**Run 1: signal wires on met1**

Supply wires on this layer in grey.
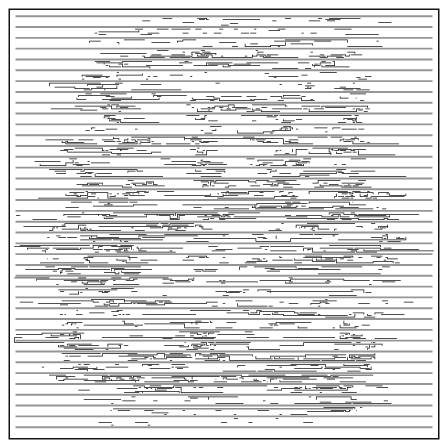
**Run 1: metal 2**

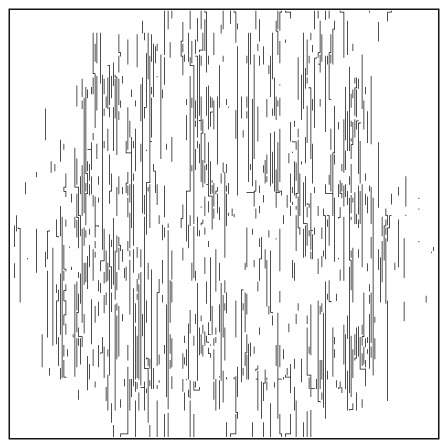
**Run 1: met3 routing**

Bar = 20 um. Cells faint in the background.
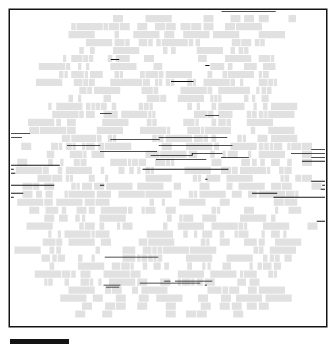
[src/rtl/gpio_disp_pkg.sv]
// Shared types, constants and helpers for the GPIO display-digit converter.
package gpio_disp_pkg;

    typedef enum logic [1:0] {
        IDLE  = 2'd0,
        SHIFT = 2'd1,
        DONE  = 2'd2
    } disp_state_t;

    localparam int DIG_W = 4;

    // Double-dabble correction: a digit of 5 or more would exceed 9 after
    // the next left shift, so bias it by 3 to carry into the next digit.
    function automatic logic [DIG_W-1:0] add3_adj(input logic [DIG_W-1:0] d);
        return (d >= 4'd5) ? d + 4'd3 : d;
    endfunction

endpackage

[src/rtl/gpio_disp_conv_bcd_adj_row.sv]
// One combinational row of add-3 adjusters across the whole BCD scratch word.
module bcd_adj_row
    import gpio_disp_pkg::*;
#(
    parameter int DIGITS = 8
) (
    input  logic [DIG_W*DIGITS-1:0] i_scratch,
    output logic [DIG_W*DIGITS-1:0] o_adj
);

    genvar gi;
    generate
        for (gi = 0; gi < DIGITS; gi++) begin : g_digit
            assign o_adj[gi*DIG_W +: DIG_W] = add3_adj(i_scratch[gi*DIG_W +: DIG_W]);
        end
    endgenerate

endmodule

[src/rtl/gpio_disp_conv.sv]
// Binary-to-display-digit converter: single-cycle hex nibble split or
// bit-serial double-dabble BCD conversion, behind a start/done handshake.
module gpio_disp_conv
    import gpio_disp_pkg::*;
#(
    parameter int IN_W   = 18,
    parameter int DIGITS = 8
) (
    input  logic                    clk,
    input  logic                    rst,
    input  logic                    start,
    input  logic                    mode,
    input  logic [IN_W-1:0]         bin_in,
    output logic                    busy,
    output logic                    done,
    output logic                    overflow,
    output logic [DIG_W*DIGITS-1:0] digits_out
);

    localparam int OUT_W = DIG_W * DIGITS;
    localparam int CNT_W = $clog2(IN_W + 1);
    localparam int EXT_W = (IN_W > OUT_W) ? IN_W : OUT_W;

    disp_state_t             r_state;
    disp_state_t             w_state_next;
    logic [OUT_W-1:0]        r_scratch;
    logic [IN_W-1:0]         r_shift;
    logic [CNT_W-1:0]        r_cnt;
    logic                    r_acc;
    logic [OUT_W-1:0]        r_digits;
    logic                    r_ovf;

    logic                    w_load;
    logic                    w_last;
    logic [OUT_W-1:0]        w_adj;
    logic [OUT_W+IN_W-1:0]   w_cat;
    logic [EXT_W-1:0]        w_bin_ext;
    logic [OUT_W-1:0]        w_hex;
    logic                    w_hex_ovf;

    // A request is only taken while idle or in the single DONE cycle.
    assign w_load    = start && ((r_state == IDLE) || (r_state == DONE));
    assign w_last    = (r_state == SHIFT) && (r_cnt == CNT_W'(1));

    // Hex path: widen to cover both widths, keep the low digits, flag any lost bit.
    assign w_bin_ext = EXT_W'(bin_in);
    assign w_hex     = w_bin_ext[OUT_W-1:0];
    assign w_hex_ovf = |(w_bin_ext >> OUT_W);

    bcd_adj_row #(
        .DIGITS    (DIGITS)
    ) u_adj (
        .i_scratch (r_scratch),
        .o_adj     (w_adj)
    );

    // Adjusted scratch and input shift register move left as one word.
    assign w_cat = {w_adj, r_shift} << 1;

    // State register.
    always_ff @(posedge clk or negedge rst) begin
        if (!rst) begin
            r_state <= IDLE;
        end else begin
            r_state <= w_state_next;
        end
    end

    // Next-state decode.
    always_comb begin
        w_state_next = r_state;
        case (r_state)
            IDLE, DONE: begin
                if (start) begin
                    w_state_next = mode ? SHIFT : DONE;
                end else begin
                    w_state_next = IDLE;
                end
            end
            SHIFT: begin
                if (r_cnt == CNT_W'(1)) begin
                    w_state_next = DONE;
                end
            end
            default: w_state_next = IDLE;
        endcase
    end

    // Datapath: load on accept, shift while converting, publish result on DONE entry.
    always_ff @(posedge clk or negedge rst) begin
        if (!rst) begin
            r_scratch <= '0;
            r_shift   <= '0;
            r_cnt     <= '0;
            r_acc     <= 1'b0;
            r_digits  <= '0;
            r_ovf     <= 1'b0;
        end else if (w_load) begin
            if (mode) begin
                r_scratch <= '0;
                r_acc     <= 1'b0;
                r_shift   <= bin_in;
                r_cnt     <= CNT_W'(IN_W);
            end else begin
                r_digits  <= w_hex;
                r_ovf     <= w_hex_ovf;
            end
        end else if (r_state == SHIFT) begin
            r_scratch <= w_cat[OUT_W+IN_W-1:IN_W];
            r_shift   <= w_cat[IN_W-1:0];
            r_acc     <= r_acc | w_adj[OUT_W-1];
            r_cnt     <= r_cnt - CNT_W'(1);
            if (w_last) begin
                r_digits <= w_cat[OUT_W+IN_W-1:IN_W];
                r_ovf    <= r_acc | w_adj[OUT_W-1];
            end
        end
    end

    assign busy       = (r_state == SHIFT);
    assign done       = (r_state == DONE);
    assign overflow   = r_ovf;
    assign digits_out = r_digits;

endmodule

[config.mk]
export PLATFORM = sky130hd
export DESIGN_NAME = gpio_disp_conv
export DESIGN_NICKNAME = d
export VERILOG_FILES = /design/src/rtl/gpio_disp_pkg.sv /design/src/rtl/gpio_disp_conv_bcd_adj_row.sv /design/src/rtl/gpio_disp_conv.sv
export SDC_FILE = /design/constraint.sdc
export NUM_CORES = 1
export LEC_CHECK = 0
export CORE_UTILIZATION = 40
export CTS_BUF_LIST = sky130_fd_sc_hd__clkbuf_8 sky130_fd_sc_hd__clkbuf_16
export CTS_CLUSTER_DIAMETER = 60
export DETAILED_ROUTE_END_ITERATION = 6
export PLACE_DENSITY = 0.58
export SYNTH_ARGS = -nofsm -noshare
export SYNTH_HDL_FRONTEND = slang
export SYNTH_SLANG_ARGS = --single-unit
[constraint.sdc]
create_clock -name clk -period 5.1 [get_ports clk]
set_clock_uncertainty 0.15 [all_clocks]
set_input_delay 1.02 -clock clk [delete_from_list [all_inputs] [get_ports clk]]
set_output_delay 1.02 -clock clk [all_outputs]
set_load 0.01 [all_outputs]
==> tab_implementation.tex, run 1 <==
% Yosys + OpenROAD metrics
\begin{tabular}{lr}
\hline
Metric & Value \\
\hline
\multicolumn{2}{l}{\textbf{Timing}} \\
Setup repair after global routing missed its margin & no \\
Minimum clock period after layout & 3340 ps \\
Final Hold Violating Endpoints & 0 \\
Setup\_tns & 0 ps \\
Max Slew Vio Count & 0 \\
Slew at the pin with the worst max-slew slack & 1050 ps \\
Tcrit/Tclk final & approximately 65\% \\
Final Worst Setup Slack & 1760 ps \\
Normalized max-slew margin & 30.3\% \\
Upper clock frequency limit & 300 MHz \\
\multicolumn{2}{l}{\textbf{Clocking}} \\
CTS Buf Count & 9 \\
Clock Tree Root & clkbuf\_8 \\
Clk slew on worst S/H paths & 90 ps \\
Number of H-tree branching levels & 3 \\
Hold-fix buffer count after cts & 0 \\
Post-CTS Resized & 0 \\
Post-CTS Setup Bufs & 0 \\
Bufs on Longest Clock Path & 2 \\
\multicolumn{2}{l}{\textbf{Synth}} \\
Synthesized-area fraction occupied by adder cells & 5.04\% \\
Compound-cell area share of the yosys netlist & 17.6\% \\
Parity-gate share of the synthesized area counting xor and xnor cells & under 10\% \\
Number of flops mapped to enable cells by yosys & 0 \\
Flops after synth & 91 \\
Count of different cell masters after synthesis & 37 \\
Share of the yosys chip area belonging to registers & around half \\
Commonest cells in the netlist & 91 x dfrtp\_1, 69 x o21ai\_0, 55 x nand2\_1, 30 x a21oi\_1, 24 x inv\_1 \\
Number of nets at floorplan & 484 \\
Cell area leaders & dfrtp\_1 51\%, o21ai\_0 7.7\%, ha\_1 5.0\%, mux2i\_1 4.7\%, nand2\_1 4.6\% \\
Yosys Instances & $\sim$440 \\
Share of synthesized area spent on multiplexers & 5.72\% \\
Mapped Area & approximately 4500 sq um \\
Synth Area in Simple Gates & 14.0\% \\
Area fraction of the dominant cell type after synthesis & between 50 and 60\% \\
Post-synth ARST share & 100\% \\
Top logic family & AND-OR/OR-AND gates \\
Post-Syn Area per Cell & just over 10 sq um \\
\multicolumn{2}{l}{\textbf{Pwr}} \\
Power per cell area & between 500 and 600 nW/um\^{}2 \\
Fraction of power spent switching nets & roughly two fifths \\
Main power group & combinational logic \\
Leakage dissipation & $\sim$0.0023 uW \\
Maximum ir drop on the vdd rail & 0.332 mV \\
Power dissipated by switching net loads & approximately 1200 uW \\
Portion of total power attributed to the clock network & 17.3\% \\
Sequential group share of total power & a little under 40\% \\
Int Power & between 1500 and 2000 uW \\
\multicolumn{2}{l}{\textbf{Cells and area}} \\
Growth of design area from synthesis to finish & 20.4\% \\
Cell Count, Final, Fillers Out & 639 \\
Logic gate fraction of the total cell area & 37.3\% \\
Combined flip-flop and latch cell area & 2280 sq um \\
Number of sequential cells & 91 \\
Layout buffering overhead excluding clock cells & 11.1\% \\
Inverters excl. clock & 25 \\
Share of cell area taken by flip-flops and latches & between 40\% and 50\% \\
Area-dominant class & registers \\
Fraction of layout instances using a drive strength above 1 & 7.82\% \\
Comb area & 2000 sq um \\
Most used logic cell in the final layout & dfrtp\_1 \\
Layout fillers & 1038 \\
Number of nets in the layout & between 500 and 600 \\
Multi-input gates & 306 \\
\multicolumn{2}{l}{\textbf{Place}} \\
Setup Slack @ Placement & 1360 ps \\
Count of buffers inserted at the top-level ports & around 56 \\
Hpwl dp & a little under 7000 um \\
Placed Cells & 623 \\
Standard cell area after detailed placement & 5150 sq um \\
\multicolumn{2}{l}{\textbf{Floorplan}} \\
Tap cells & 140 \\
Core ar. & between 10000 and 15000 sq um \\
I/O pin cnt & approximately 57 \\
Overall die height & 108 um \\
Floorplan core density & 41.2\% \\
\multicolumn{2}{l}{\textbf{Setup path}} \\
Max stage delay on crit path & 670 ps \\
Slowest library cell on the worst path & nand2b\_1 \\
Data arrival time at the worst-slack endpoint & 3440 ps \\
End of the worst register-to-register path & r\_scratch[19] \\
Crit path depth & 6 \\
Largest fanout on the critical path & 30 \\
Critical path capture point & digits\_out[2] \\
Element type at the critical path end & register \\
Critical path buffers and inverters & 2 \\
Kind of cell with the highest combined delay on the critical path & simple AND/OR/NAND/NOR gates \\
Series of cell instances along the critical path & clkdlybuf4s50\_1 -> nor2b\_4 -> buf\_4 -> nand2b\_1 -> and3\_1 -> a221o\_1 \\
\multicolumn{2}{l}{\textbf{Flow run}} \\
Reported max-cap violation count & 0 \\
Warning total across the stage logs & 35 \\
\multicolumn{2}{l}{\textbf{Hold path}} \\
Worst min-delay path endpoint & r\_shift[10] \\
Worst hold path type & reg2reg \\
WHS Path Cells & 2 \\
\multicolumn{2}{l}{\textbf{Outcome}} \\
Run status & finished, final reports clean \\
\multicolumn{2}{l}{\textbf{Drt}} \\
Total length of routed met2 wires & between 4000 and 5000 um \\
Total number of vias & roughly 3400 \\
Routed length on met1 & 4920 um \\
Top routing layer in use & met4 \\
Iteration-0 DRC count of the detailed router & 130 \\
Total wire length after detailed routing & around 10000 um \\
Wire length on met3 & 384 um \\
\multicolumn{2}{l}{\textbf{Global route}} \\
Global-route wire length before repair & roughly 17000 um \\
Number of antenna violations at the first check in global routing & 0 \\
GRT Max-Usage Layer & met2 \\
Total routing usage reported by global routing & 19.9\% \\
GR Layer Usage met2 & 31.5\% \\
Via count of the first global-routing pass & 3436 \\
\hline
\end{tabular}
Back to the opening pictures, 'signal wires on met1':
The layer holds 47% of the routed length. The longest straight run is 60.3 um. The layer carries 4920 um of wire. The wires run mostly horizontal.

Back to the opening pictures, 'metal 2':
The longest straight run is 44.9 um. The wires run mostly vertical. The layer carries 4950 um of wire. 434 nets have wire on it.

Back to the opening pictures, 'met3 routing':
The wires run mostly horizontal. The longest straight run is 29.0 um. The layer holds 3.7% of the routed length. The layer carries 384 um of wire.

**Run 1: the clock network**

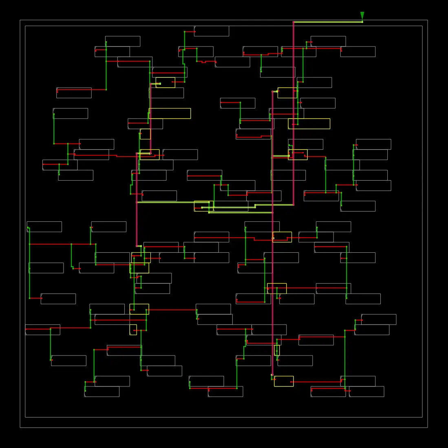

## Run 2: what changed since run 1
==> constraint.sdc (replaced) <==
create_clock -name clk -period 3.4 [get_ports clk]
set_clock_uncertainty 0.15 [all_clocks]
set_input_delay 0.68 -clock clk [delete_from_list [all_inputs] [get_ports clk]]
set_output_delay 0.68 -clock clk [all_outputs]
set_load 0.01 [all_outputs]
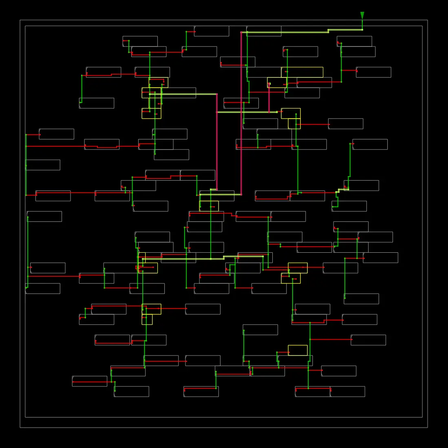
**Above:** run 2 (the clock network).
clock group power: 782 uW
clock sink count: 91
number of sequential cells: 91

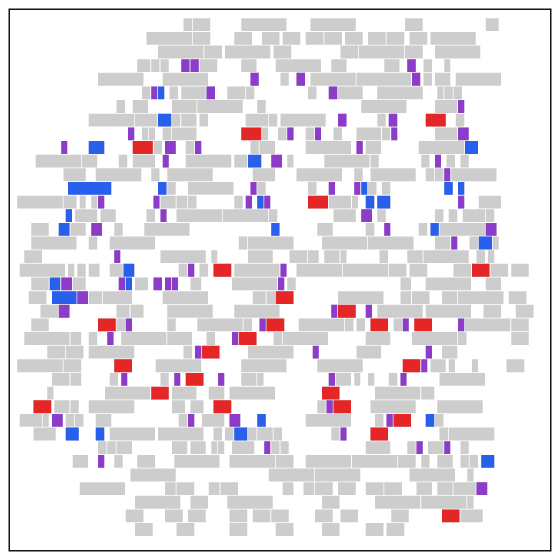
**Above:** run 2 (gate-type map).
Key: purple = nand cells [cells 78, where all over the die]; blue = nor cells [cells 28]; red = mux cells [cells 25]

==> tab_implementation.tex, run 2 <==
% Yosys + OpenROAD metrics
\begin{tabular}{lr}
\hline
Metric & Value \\
\hline
\multicolumn{2}{l}{\textbf{Pwr}} \\
Total Power & 4790 uW (was 3220 uW) \\
Maximum ir drop on the vdd rail & 0.609 mV (was 0.332 mV) \\
Sequential group share of total power & 38.9\% (was 38.5\%) \\
Power per cell area & 887 nW/um\^{}2 (was 599 nW/um\^{}2) \\
Portion of total power attributed to the clock network & 16.3\% (was 17.3\%) \\
Sequential cell power & 1860 uW (was 1240 uW) \\
Main power group & combinational logic (unchanged) \\
Leakage dissipation & 0.00235 uW (was 0.00233 uW) \\
Power dissipated by switching net loads & 1880 uW (was 1240 uW) \\
Int Power & 2910 uW (was 1980 uW) \\
Fraction of power spent switching nets & 39.3\% (was 38.6\%) \\
Comb pwr share & 44.8\% (was 44.3\%) \\
Reported combinational group power & 2150 uW (was 1420 uW) \\
\multicolumn{2}{l}{\textbf{Clocking}} \\
Clock Tree Root & clkbuf\_8 (unchanged) \\
CTS Buf Count & 9 (unchanged) \\
Post-CTS Setup Bufs & 0 (unchanged) \\
Clk slew on worst S/H paths & 100 ps (was 90 ps) \\
Post-CTS Resized & 0 (unchanged) \\
Hold-fix buffer count after cts & 0 (unchanged) \\
Bufs on Longest Clock Path & 2 (unchanged) \\
Number of H-tree branching levels & 3 (unchanged) \\
CTS tree & yes (unchanged) \\
\multicolumn{2}{l}{\textbf{Global route}} \\
Number of antenna violations at the first check in global routing & 0 (unchanged) \\
Pin count of the biggest net entering global routing & 47 (was 61) \\
GR Layer Usage met2 & 32.1\% (was 31.5\%) \\
Via count of the first global-routing pass & 3428 (was 3436) \\
Remaining global-route overflow & 0 (unchanged) \\
GRT Max-Usage Layer & met2 (unchanged) \\
Total routing usage reported by global routing & 20.6\% (was 19.9\%) \\
Global-route wire length before repair & 18000 um (was 17400 um) \\
\multicolumn{2}{l}{\textbf{Synth}} \\
Count of different cell masters after synthesis & 37 (unchanged) \\
Number of nets at floorplan & 484 (unchanged) \\
Yosys Instances & 444 (unchanged) \\
Cell area leaders & dfrtp\_1 51\%, o21ai\_0 7.7\%, ha\_1 5.0\%, mux2i\_1 4.7\%, nand2\_1 4.6\% (unchanged) \\
Most popular library cell in the synthesized design by count & dfrtp\_1 (unchanged) \\
Top logic family & AND-OR/OR-AND gates (unchanged) \\
Share of the yosys chip area belonging to registers & 51.0\% (unchanged) \\
Post-Syn Area per Cell & 10.1 sq um (unchanged) \\
Compound-cell area share of the yosys netlist & 17.6\% (unchanged) \\
Top\_reg\_cell synth & dfrtp\_1 (unchanged) \\
Flops after synth & 91 (unchanged) \\
Parity-gate share of the synthesized area counting xor and xnor cells & 2.16\% (unchanged) \\
Mapped Area & 4460 sq um (unchanged) \\
Yosys warning count & 0 (unchanged) \\
Area fraction of the dominant cell type after synthesis & 51.0\% (unchanged) \\
Commonest cells in the netlist & 91 x dfrtp\_1, 69 x o21ai\_0, 55 x nand2\_1, 30 x a21oi\_1, 24 x inv\_1 (unchanged) \\
Post-synth ARST share & 100\% (unchanged) \\
Number of flops mapped to enable cells by yosys & 0 (unchanged) \\
Share of synthesized area spent on multiplexers & 5.72\% (unchanged) \\
Synth Area in Simple Gates & 14.0\% (unchanged) \\
Synthesized-area fraction occupied by adder cells & 5.04\% (unchanged) \\
Cell type with the highest aggregate area in the netlist & dfrtp\_1 (unchanged) \\
\multicolumn{2}{l}{\textbf{Place}} \\
Placed Cells & 629 (was 623) \\
Setup Slack @ Placement & 730 ps (was 1360 ps) \\
Count of buffers inserted at the top-level ports & 56 (unchanged) \\
Standard cell area after detailed placement & 5190 sq um (was 5150 sq um) \\
Hpwl dp & 7300 um (was 6910 um) \\
\multicolumn{2}{l}{\textbf{Setup path}} \\
Largest fanout on the critical path & 17 (was 30) \\
R2R Setup Slk & 1130 ps (was 2290 ps) \\
Critical path buffers and inverters & 2 (unchanged) \\
Slowest library cell on the worst path & clkdlybuf4s50\_1 (was nand2b\_1) \\
Crit path depth & 3 (was 6) \\
Series of cell instances along the critical path & nand2b\_1 -> inv\_2 -> clkdlybuf4s50\_1 (was clkdlybuf4s50\_1 -> nor2b\_4 -> buf\_4 -> nand2b\_1 -> and3\_1 -> a221o\_1) \\
Critical path capture point & busy (was digits\_out[2]) \\
Kind of cell with the highest combined delay on the critical path & buffers and inverters (was simple AND/OR/NAND/NOR gates) \\
Critical path startpoint & r\_state[1] (was start) \\
Worst path required time & 2570 ps (was 5200 ps) \\
Data arrival time at the worst-slack endpoint & 1920 ps (was 3440 ps) \\
End of the worst register-to-register path & digits\_out[27] (was r\_scratch[19]) \\
Element type at the critical path end & primary output (was register) \\
Kind of start point of the critical path & register (was input port) \\
Max stage delay on crit path & 620 ps (was 670 ps) \\
\multicolumn{2}{l}{\textbf{Cells and area}} \\
Combined flip-flop and latch cell area & 2280 sq um (unchanged) \\
Tally of clock buffers in the finished layout & 11 (unchanged) \\
Area-dominant class & registers (unchanged) \\
Layout fillers & 1033 (was 1038) \\
Fin area & 5400 sq um (was 5370 sq um) \\
Most used logic cell in the final layout & dfrtp\_1 (unchanged) \\
Core occupancy in the finished layout & 49.8\% (was 49.6\%) \\
Growth of design area from synthesis to finish & 21.0\% (was 20.4\%) \\
Logic gate fraction of the total cell area & 37.1\% (was 37.3\%) \\
Comb area & 2000 sq um (unchanged) \\
Share of cell area taken by flip-flops and latches & 42.1\% (was 42.4\%) \\
Diodes inserted & 0 (unchanged) \\
Number of nets in the layout & 540 (was 534) \\
Multi-input gates & 306 (unchanged) \\
Most instantiated logic cells after routing & 91 x dfrtp\_1, 69 x o21ai\_0, 55 x nand2\_1, 55 x clkdlybuf4s50\_1, 29 x a21oi\_1 (unchanged) \\
Layout buffering overhead excluding clock cells & 11.9\% (was 11.1\%) \\
Cell Count, Final, Fillers Out & 645 (was 639) \\
Inverters excl. clock & 25 (unchanged) \\
Fraction of layout instances using a drive strength above 1 & 9.11\% (was 7.82\%) \\
\multicolumn{2}{l}{\textbf{Drt}} \\
Ratio of routed vias to standard cells & 5.36 (about the same) \\
Number of detailed-routing iterations run before antenna repair & 4 (unchanged) \\
Top routing layer in use & met4 (unchanged) \\
Routed length on met1 & 5180 um (was 4920 um) \\
Total wire length after detailed routing & 10900 um (was 10400 um) \\
Post-route antenna net violation count & 0 (unchanged) \\
Iteration-0 DRC count of the detailed router & 175 (was 130) \\
Total number of vias & 3454 (was 3422) \\
Wire length on met3 & 440 um (was 384 um) \\
DR WL/cell & 16.9 um (was 16.3 um) \\
Total length of routed met2 wires & 5210 um (was 4940 um) \\
\multicolumn{2}{l}{\textbf{Timing}} \\
Minimum clock period after layout & around 2700 ps \\
Tcrit/Tclk final & 80.7\% \\
Setup repair after global routing missed its margin & no (unchanged) \\
Max Slew Vio Count & 0 (unchanged) \\
Upper clock frequency limit & 364 MHz \\
Normalized max-slew margin & 58.9\% (was 30.3\%) \\
Final Worst Setup Slack & 655 ps (was 1760 ps) \\
Slew at the pin with the worst max-slew slack & 616 ps (was 1050 ps) \\
Worst hold slack across all endpoints & 185 ps (was 335 ps) \\
Final Hold Violating Endpoints & 0 (unchanged) \\
Setup\_tns & 0 ps (unchanged) \\
\multicolumn{2}{l}{\textbf{Floorplan}} \\
Die span in x & 108 um (unchanged) \\
Die area & 11600 sq um (unchanged) \\
Floorplan core density & 41.2\% (unchanged) \\
Overall die height & 108 um (unchanged) \\
Core ar. & 10800 sq um (unchanged) \\
Placement Rows & 38 (unchanged) \\
I/O pin cnt & 57 (unchanged) \\
Tap cells & 140 (unchanged) \\
\multicolumn{2}{l}{\textbf{Flow run}} \\
Warning total across the stage logs & 35 (unchanged) \\
Reported max-cap violation count & 0 (unchanged) \\
\multicolumn{2}{l}{\textbf{Outcome}} \\
Run status & finished, final reports clean (unchanged) \\
\multicolumn{2}{l}{\textbf{Hold path}} \\
Worst hold path type & in2async (was reg2reg) \\
\hline
\end{tabular}
**Run 2: signal wires on met1**

Supply wires on this layer in grey.
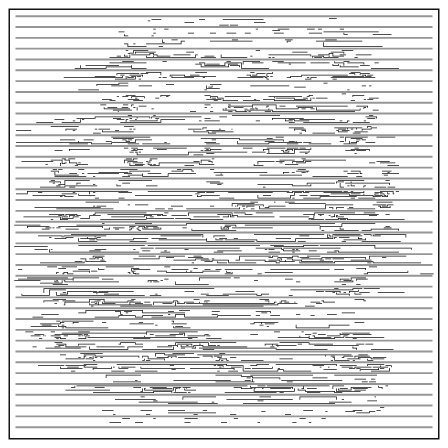

## Run 3: what changed since run 2
--- a/config.mk
+++ b/config.mk
@@ -9,7 +9,7 @@
 export CTS_BUF_LIST = sky130_fd_sc_hd__clkbuf_8 sky130_fd_sc_hd__clkbuf_16
 export CTS_CLUSTER_DIAMETER = 60
 export DETAILED_ROUTE_END_ITERATION = 6
-export PLACE_DENSITY = 0.58
+export PLACE_DENSITY = 0.6
 export SYNTH_ARGS = -nofsm -noshare
 export SYNTH_HDL_FRONTEND = slang
 export SYNTH_SLANG_ARGS = --single-unit
==> constraint.sdc (replaced) <==
create_clock -name clk -period 2.3 [get_ports clk]
set_clock_uncertainty 0.15 [all_clocks]
set_input_delay 0.46 -clock clk [delete_from_list [all_inputs] [get_ports clk]]
set_output_delay 0.46 -clock clk [all_outputs]
set_load 0.01 [all_outputs]
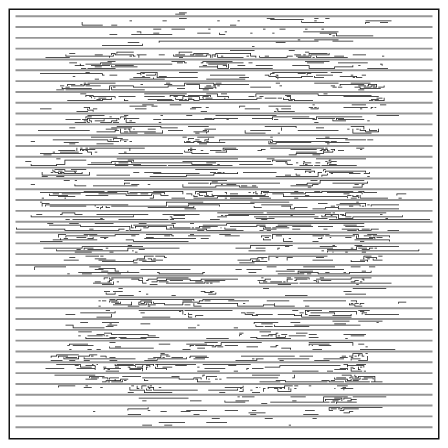
**Above:** run 3 (signal wires on met1).
Supply wires on this layer in grey.
The layer carries 4930 um of wire. The layer holds 46% of the routed length. 503 nets have wire on it. The wires run mostly horizontal.

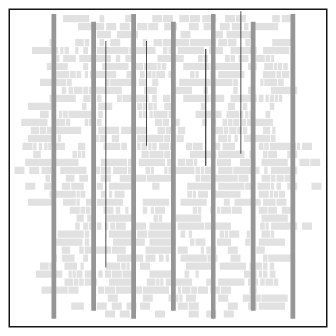
**Above:** run 3 (signal wires on met4).
Supply wires on this layer in grey. Cells faint in the background.
The layer carries 200 um of wire. The longest straight run is 76.8 um. The wires run mostly vertical. 3 nets have wire on it. The layer holds 1.8% of the routed length.

==> tab_implementation.tex, run 3 <==
% Yosys + OpenROAD metrics
\begin{tabular}{lr}
\hline
Metric & Value \\
\hline
\multicolumn{2}{l}{\textbf{Outcome}} \\
Run status & finished, final reports clean (unchanged) \\
\multicolumn{2}{l}{\textbf{Setup path}} \\
Kind of cell with the highest combined delay on the critical path & simple AND/OR/NAND/NOR gates (was buffers and inverters) \\
End of the worst register-to-register path & digits\_out[27] (unchanged) \\
Slowest library cell on the worst path & dfrtp\_1 (was clkdlybuf4s50\_1) \\
Logic depth of the worst register-to-register path & 7 (was 6) \\
Kind of start point of the critical path & register (unchanged) \\
Data arrival time at the worst-slack endpoint & 2170 ps (was 1920 ps) \\
Element type at the critical path end & register (was primary output) \\
Largest fanout on the critical path & 18 (was 17) \\
Max stage delay on crit path & 400 ps (was 620 ps) \\
Critical path buffers and inverters & 2 (unchanged) \\
Series of cell instances along the critical path & inv\_1 -> ha\_1 -> nor4b\_4 -> nand2\_2 -> buf\_4 -> a21oi\_1 -> a31o\_2 (was nand2b\_1 -> inv\_2 -> clkdlybuf4s50\_1) \\
Worst path required time & 2460 ps (was 2570 ps) \\
R2R Setup Slk & 290 ps (was 1130 ps) \\
Critical path capture point & digits\_out[27] (was busy) \\
Critical path startpoint & r\_cnt[1] (was r\_state[1]) \\
Crit path depth & 7 (was 3) \\
\multicolumn{2}{l}{\textbf{Drt}} \\
Top routing layer in use & met4 (unchanged) \\
Total number of vias & 3466 (was 3454) \\
Drc violations & 0 (unchanged) \\
Wire length on met3 & 358 um (was 440 um) \\
Total wire length after detailed routing & 10800 um (was 10900 um) \\
Iteration-0 DRC count of the detailed router & 195 (was 175) \\
Total length of routed met2 wires & 5340 um (was 5210 um) \\
Ratio of routed vias to standard cells & 5.28 (was 5.36) \\
Post-route antenna net violation count & 0 (unchanged) \\
DR WL/cell & 16.5 um (was 16.9 um) \\
Number of detailed-routing iterations run before antenna repair & 4 (unchanged) \\
\multicolumn{2}{l}{\textbf{Clocking}} \\
Clk slew on worst S/H paths & 90 ps (was 100 ps) \\
Post-CTS Setup Bufs & 0 (unchanged) \\
Bufs on Longest Clock Path & 2 (unchanged) \\
Post-CTS Resized & 1 (was 0) \\
Clock Tree Root & clkbuf\_8 (unchanged) \\
CTS Buf Count & 9 (unchanged) \\
CTS tree & yes (unchanged) \\
Clock sink count & 91 (unchanged) \\
Number of H-tree branching levels & 3 (unchanged) \\
Hold-fix buffer count after cts & 1 (was 0) \\
\multicolumn{2}{l}{\textbf{Floorplan}} \\
Core ar. & 10800 sq um (unchanged) \\
Floorplan core density & 41.2\% (unchanged) \\
I/O pin cnt & 57 (unchanged) \\
Tap cells & 140 (unchanged) \\
Overall die height & 108 um (unchanged) \\
Placement Rows & 38 (unchanged) \\
Die span in x & 108 um (unchanged) \\
Die area & 11600 sq um (unchanged) \\
\multicolumn{2}{l}{\textbf{Synth}} \\
Share of synthesized area spent on multiplexers & 5.72\% (unchanged) \\
Cell type with the highest aggregate area in the netlist & dfrtp\_1 (unchanged) \\
Share of the yosys chip area belonging to registers & 51.0\% (unchanged) \\
Synth Area in Simple Gates & 14.0\% (unchanged) \\
Count of different cell masters after synthesis & 37 (unchanged) \\
Synthesized-area fraction occupied by adder cells & 5.04\% (unchanged) \\
Yosys Instances & 444 (unchanged) \\
Post-Syn Area per Cell & 10.1 sq um (unchanged) \\
Flops after synth & 91 (unchanged) \\
Mapped Area & 4460 sq um (unchanged) \\
Top\_reg\_cell synth & dfrtp\_1 (unchanged) \\
Parity-gate share of the synthesized area counting xor and xnor cells & 2.16\% (unchanged) \\
Post-synth ARST share & 100\% (unchanged) \\
Number of nets at floorplan & 484 (unchanged) \\
Compound-cell area share of the yosys netlist & 17.6\% (unchanged) \\
Number of flops mapped to enable cells by yosys & 0 (unchanged) \\
Top logic family & AND-OR/OR-AND gates (unchanged) \\
Cell area leaders & dfrtp\_1 51\%, o21ai\_0 7.7\%, ha\_1 5.0\%, mux2i\_1 4.7\%, nand2\_1 4.6\% (unchanged) \\
Most popular library cell in the synthesized design by count & dfrtp\_1 (unchanged) \\
Commonest cells in the netlist & 91 x dfrtp\_1, 69 x o21ai\_0, 55 x nand2\_1, 30 x a21oi\_1, 24 x inv\_1 (unchanged) \\
Area fraction of the dominant cell type after synthesis & 51.0\% (unchanged) \\
Yosys warning count & 0 (unchanged) \\
\multicolumn{2}{l}{\textbf{Cells and area}} \\
Tally of clock buffers in the finished layout & 12 (was 11) \\
Comb area & 2000 sq um (unchanged) \\
Fin area & 5600 sq um (was 5400 sq um) \\
Multi-input gates & 306 (unchanged) \\
Growth of design area from synthesis to finish & 25.4\% (was 21.0\%) \\
Diodes inserted & 0 (unchanged) \\
Combined flip-flop and latch cell area & 2280 sq um (unchanged) \\
Core occupancy in the finished layout & 51.6\% (was 49.8\%) \\
Share of cell area taken by flip-flops and latches & 40.7\% (was 42.1\%) \\
Area-dominant class & registers (unchanged) \\
Cell Count, Final, Fillers Out & 656 (was 645) \\
Number of nets in the layout & 551 (was 540) \\
Number of sequential cells & 91 (unchanged) \\
Layout fillers & 984 (was 1033) \\
Layout buffering overhead excluding clock cells & 14.0\% (was 11.9\%) \\
Fraction of layout instances using a drive strength above 1 & 10.9\% (was 9.11\%) \\
Most used logic cell in the final layout & dfrtp\_1 (unchanged) \\
Logic gate fraction of the total cell area & 35.8\% (was 37.1\%) \\
Inverters excl. clock & 25 (unchanged) \\
Most instantiated logic cells after routing & 91 x dfrtp\_1, 69 x o21ai\_0, 55 x nand2\_1 (was 91 x dfrtp\_1, 69 x o21ai\_0, 55 x nand2\_1, 55 x clkdlybuf4s50\_1, 29 x a21oi\_1) \\
\multicolumn{2}{l}{\textbf{Place}} \\
Count of buffers inserted at the top-level ports & 56 (unchanged) \\
Standard cell area after detailed placement & 5310 sq um (was 5190 sq um) \\
Placed Cells & 638 (was 629) \\
Setup Slack @ Placement & 128 ps (was 730 ps) \\
Hpwl dp & 7500 um (was 7300 um) \\
\multicolumn{2}{l}{\textbf{Timing}} \\
Max Slew Vio Count & 0 (unchanged) \\
Setup\_tns & 0 ps (unchanged) \\
Tcrit/Tclk final & approximately 87\% \\
Minimum clock period after layout & 2010 ps \\
Normalized max-slew margin & 69.1\% (was 58.9\%) \\
Final Hold Violating Endpoints & 0 (unchanged) \\
Final Worst Setup Slack & 294 ps (was 655 ps) \\
Slew at the pin with the worst max-slew slack & 463 ps (was 616 ps) \\
Worst hold slack across all endpoints & 335 ps (was 185 ps) \\
Upper clock frequency limit & 499 MHz \\
Setup repair after global routing missed its margin & no (unchanged) \\
\multicolumn{2}{l}{\textbf{Pwr}} \\
Leakage dissipation & 0.00248 uW (was 0.00235 uW) \\
Power dissipated by switching net loads & 2800 uW (was 1880 uW) \\
Power per cell area & 1330 nW/um\^{}2 (was 887 nW/um\^{}2) \\
Sequential cell power & 2760 uW (was 1860 uW) \\
Fraction of power spent switching nets & 37.6\% (was 39.3\%) \\
Portion of total power attributed to the clock network & 18.5\% (was 16.3\%) \\
Reported combinational group power & 3310 uW (was 2150 uW) \\
Sequential group share of total power & 37.1\% (was 38.9\%) \\
Maximum ir drop on the vdd rail & 0.548 mV (was 0.609 mV) \\
Comb pwr share & 44.5\% (was 44.8\%) \\
Total Power & 7440 uW (was 4790 uW) \\
Int Power & 4640 uW (was 2910 uW) \\
Main power group & combinational logic (unchanged) \\
Clock group power & 1380 uW (was 782 uW) \\
\multicolumn{2}{l}{\textbf{Flow run}} \\
Reported max-cap violation count & 0 (unchanged) \\
Warning total across the stage logs & 35 (unchanged) \\
\multicolumn{2}{l}{\textbf{Global route}} \\
Number of antenna violations at the first check in global routing & 0 (unchanged) \\
Met1 usage in global routing & 26.7\% (was 28.9\%) \\
Global-route wire length before repair & 17900 um (was 18000 um) \\
Pin count of the biggest net entering global routing & 55 (was 47) \\
Via count of the first global-routing pass & 3497 (was 3428) \\
GRT Max-Usage Layer & met2 (unchanged) \\
GR Layer Usage met2 & 33.9\% (was 32.1\%) \\
Remaining global-route overflow & 0 (unchanged) \\
Total routing usage reported by global routing & 20.4\% (was 20.6\%) \\
\multicolumn{2}{l}{\textbf{Hold path}} \\
WHS Path Cells & 2 \\
Worst hold path type & reg2reg (was in2async) \\
Worst min-delay path endpoint & r\_shift[1] \\
\hline
\end{tabular}
No activity file was given, so power comes from the tool's default toggle rates.
